===== src/rtl/cpu6502_sprite_dma.sv =====
// Sprite DMA bridge between a 6502 core and the system bus.
// The bridge passes CPU cycles straight through until the core writes the trigger
// address. It then halts the core and copies one 256-byte page to a fixed
// destination port, one read/write pair per bus tick. The halt lasts 513 or 514
// ticks, matching the classic OAM-DMA peripheral.
module cpu6502_sprite_dma #(
    parameter logic [15:0] TRIGGER_ADDR = 16'h4014,
    parameter logic [15:0] DEST_ADDR    = 16'h2004,
    parameter bit          ALIGN_ENABLE = 1'b1
) (
    input  logic        clock,
    input  logic        reset,
    input  logic        tick,
    input  logic [15:0] cpuAddress,
    input  logic [7:0]  cpuDataOut,
    input  logic        cpuWriteEnable,
    output logic [7:0]  cpuDataIn,
    output logic        cpuEnable,
    output logic [15:0] busAddress,
    output logic [7:0]  busDataOut,
    output logic        busWriteEnable,
    input  logic [7:0]  busDataIn,
    output logic        dmaActive
);

    typedef enum logic [2:0] {
        IDLE  = 3'd0,
        HALT  = 3'd1,
        ALIGN = 3'd2,
        READ  = 3'd3,
        WRITE = 3'd4
    } state_t;

    state_t     state_q, state_d;
    logic [7:0] page_q, page_d;
    logic [7:0] index_q, index_d;
    logic [7:0] latch_q, latch_d;
    logic       parity_q, parity_d;

    // State register: reset has priority over everything, including a trigger tick.
    always_ff @(posedge clock) begin
        if (reset) begin
            state_q  <= IDLE;
            page_q   <= 8'h00;
            index_q  <= 8'h00;
            latch_q  <= 8'h00;
            parity_q <= 1'b0;
        end else begin
            state_q  <= state_d;
            page_q   <= page_d;
            index_q  <= index_d;
            latch_q  <= latch_d;
            parity_q <= parity_d;
        end
    end

    // Next-state logic: nothing moves unless the bus tick is high.
    always_comb begin
        state_d  = state_q;
        page_d   = page_q;
        index_d  = index_q;
        latch_d  = latch_q;
        parity_d = parity_q;
        if (tick) begin
            parity_d = ~parity_q;
            case (state_q)
                IDLE: begin
                    if (cpuWriteEnable && (cpuAddress == TRIGGER_ADDR)) begin
                        state_d = HALT;
                        page_d  = cpuDataOut;
                        index_d = 8'h00;
                    end
                end
                // Parity seen during HALT decides the alignment slot.
                // READ must start on a tick where parity is 0.
                HALT:  state_d = (ALIGN_ENABLE && !parity_q) ? ALIGN : READ;
                ALIGN: state_d = READ;
                READ: begin
                    latch_d = busDataIn;
                    state_d = WRITE;
                end
                WRITE: begin
                    // Index wraps inside the page; it never carries into the page byte.
                    index_d = index_q + 8'h01;
                    state_d = (index_q == 8'hFF) ? IDLE : READ;
                end
                default: state_d = IDLE;
            endcase
        end
    end

    // Output decode: pass-through in IDLE, DMA-owned bus otherwise.
    always_comb begin
        cpuDataIn      = busDataIn;
        dmaActive      = (state_q != IDLE);
        cpuEnable      = 1'b0;
        busAddress     = cpuAddress;
        busDataOut     = latch_q;
        busWriteEnable = 1'b0;
        case (state_q)
            IDLE: begin
                cpuEnable      = tick;
                busDataOut     = cpuDataOut;
                busWriteEnable = cpuWriteEnable & tick;
            end
            READ: begin
                busAddress = {page_q, index_q};
            end
            WRITE: begin
                busAddress     = DEST_ADDR;
                busWriteEnable = tick;
            end
            default: begin
                // HALT/ALIGN issue a dummy read at whatever address the core holds.
                busAddress = cpuAddress;
            end
        endcase
    end

endmodule


===== config.mk =====
export PLATFORM = sky130hd
export DESIGN_NAME = cpu6502_sprite_dma
export DESIGN_NICKNAME = d
export VERILOG_FILES = /design/src/rtl/cpu6502_sprite_dma.sv
export SDC_FILE = /design/constraint.sdc
export NUM_CORES = 1
export LEC_CHECK = 0
export CAP_MARGIN = 10
export CORE_AREA = 2 2 64 66
export DETAILED_ROUTE_END_ITERATION = 6
export DIE_AREA = 0 0 66 68
export PLACE_DENSITY = 0.83
export SKIP_CTS_REPAIR_TIMING = 1
export SYNTH_ARGS = -nofsm -noshare
export SYNTH_HDL_FRONTEND = slang
export SYNTH_SLANG_ARGS = --single-unit

===== constraint.sdc =====
create_clock -name clock -period 3.3 [get_ports clock]
set_clock_uncertainty 0.1 [all_clocks]
set_input_delay 0.33 -clock clock [delete_from_list [all_inputs] [get_ports clock]]
set_output_delay 0.33 -clock clock [all_outputs]
set_load 0.005 [all_outputs]

### Cell sizes after repair

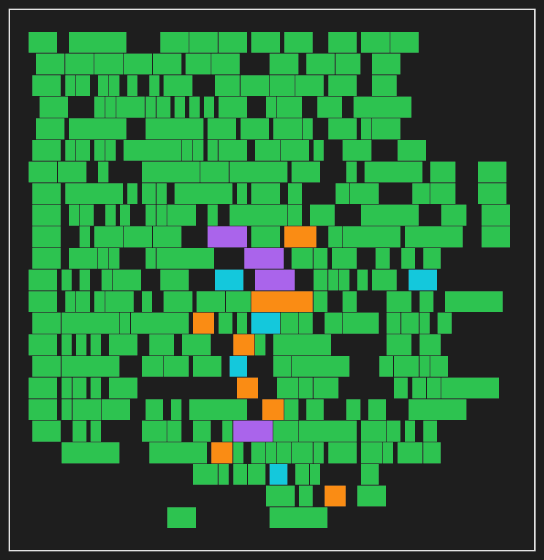
| size | color | cells | share |
|---|---|---|---|
| _3 and _4 cells | orange | 8 | 2.9% |
| _2 cells | cyan | 5 | 1.8% |
| _0 and _1 cells | green | 259 | 94% |
| _6 and larger | purple | 4 | 1.4% |

### Wiring heat map

Scale bar: 20 um. 13 x 14 tiles, from dark blue (low) to red (high), scaled to the fullest tile. Values are wire area over tile area, all layers added.
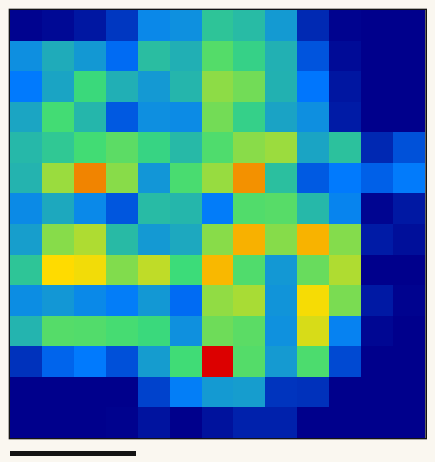
emptiest ninth of the die: north-east
tiles over half the peak: 26%
nearly empty tiles: 19%

### Cell density map

Scale bar: 20 um. 7 x 7 tiles, from dark blue (low) to red (high), 0 to 100% covered.
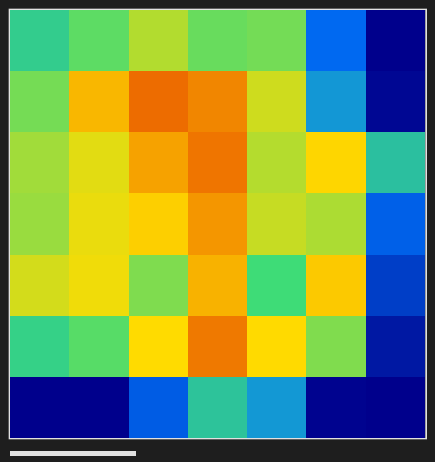
fullest tile: 88%
nearly empty tiles: 12%
mean over tiles: 52%
tiles over 75% full: 27%

==> impl_metrics.env <==
# physical design summary
export IMPL_synthArstFlopShare_pct=0
export IMPL_ys_chip_area_um2=1670
export IMPL_fin_nets=314
export IMPL_fillers=376
export IMPL_fp_utilization_pct=43.4
export IMPL_clock_latency_ns=0.27
export IMPL_wl_met2_um=2290
export IMPL_sh_seq_area_pct=23.3
export IMPL_most_common_layout_cells="70 x clkdlybuf4s50_1, 50 x nand2_1, 28 x dfxtp_1"
export IMPL_cts_sinks=28
export IMPL_cts_clk_slew_worst_paths_ns=0.10
export IMPL_rsz0062_at_grt="false"
export IMPL_top_cell_area_share_pct=33.5
export IMPL_ff_type="dfxtp_1"
export IMPL_min_to="latch_q[3]$_SDFFE_PP0P_"
export IMPL_dp_cells=322
export IMPL_placed_area_um2=2350
export IMPL_setup_slack_ns=0.752
export IMPL_critPathCapture="busAddress[10]"
export IMPL_vdd_drop_max_uv=233
export IMPL_flop_count=28
export IMPL_min_period_ns=2.55
export IMPL_dr_wl_met3_um=418
export IMPL_grt_busiest_layer="met2"
export IMPL_use_met3_pct=6.58
export IMPL_vias=1775
export IMPL_final_common_cell="clkdlybuf4s50_1"
export IMPL_post_drt_via_cell_ratio=5.44
export IMPL_status="finished clean"
export IMPL_ff2ff_path_depth=4
export IMPL_maxSlewHeadroom_pct=65.1
export IMPL_design_area_um2=2410
export IMPL_topCellsByArea="dfxtp_1 33%, nand2_1 11%, a22o_1 7.3%, a21oi_1 5.4%, mux2i_1 5.4%"
export IMPL_tapCellCount=50
export IMPL_root_buffer="clkbuf_8"
export IMPL_drv_cap=0
export IMPL_synth_seq_share_pct=33.5
export IMPL_die_area_um2=4490
export IMPL_stdcell_count=326
export IMPL_grt_util_met2_pct=36.5
export IMPL_start_kind="register"
export IMPL_overflow=0
export IMPL_edf_count=0
export IMPL_p_comb_share_pct=19.5
export IMPL_remaining_drc_errors=0
export IMPL_cp_buffers_inverters=2
export IMPL_nNonClkInverters=2
### Placement by cell class

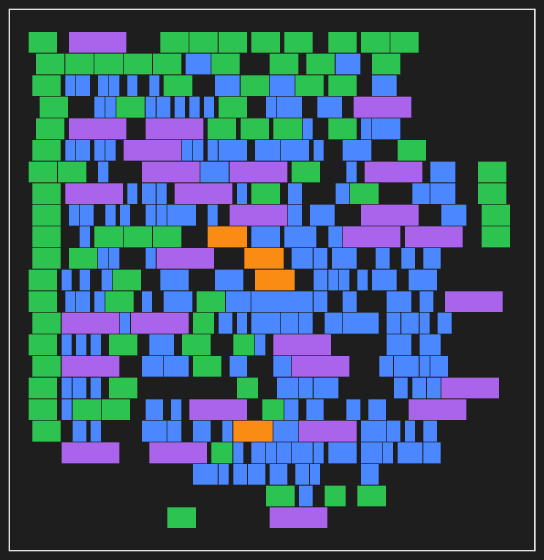
| class | color | cells | share of their area |
|---|---|---|---|
| combinational and other logic | blue | 168 | 42% |
| sequential cells | purple | 28 | 24% |
| clock drivers and dummy loads | orange | 4 | 2.3% |
| remaining buffers and delay cells | green | 76 | 32% |
Row Count: 23
post-layout util: 62.5%

### Routing congestion

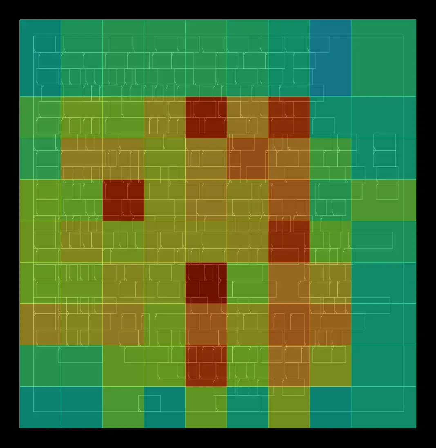
GR met1 Demand/Resource: 26.4%
drt wl/cell: 14.7 um
GRT Overall Usage: 21.2%

[power by group through the flow]
stage	registers [mW]	logic (mW)	clock network, mW
2_1_floorplan	0.348	0.0442	0
4_1_cts	0.340	0.135	0.215
3_3_place_gp	0.348	0.134	0
5_1_grt	0.340	0.143	0.235
6_report	0.340	0.135	0.214
3_5_place_dp	0.348	0.134	0
[cell families (layout without fill, tap and decap cells)]
kind of cell | count (synthesis) | after routing | share of synthesized area [%]
DFF | 28 | 28 | 33.5
buffers and inverters | 23 | 82 | 8.07
xor gates and xnor gates | 1 | 1 | 0.523
muxes | 9 | 9 | 5.38
and+or+nand+nor | 105 | 105 | 31.5
AOI/OAI and AO/OA | 50 | 50 | 20.3
adders and majority gates | 1 | 1 | 0.747
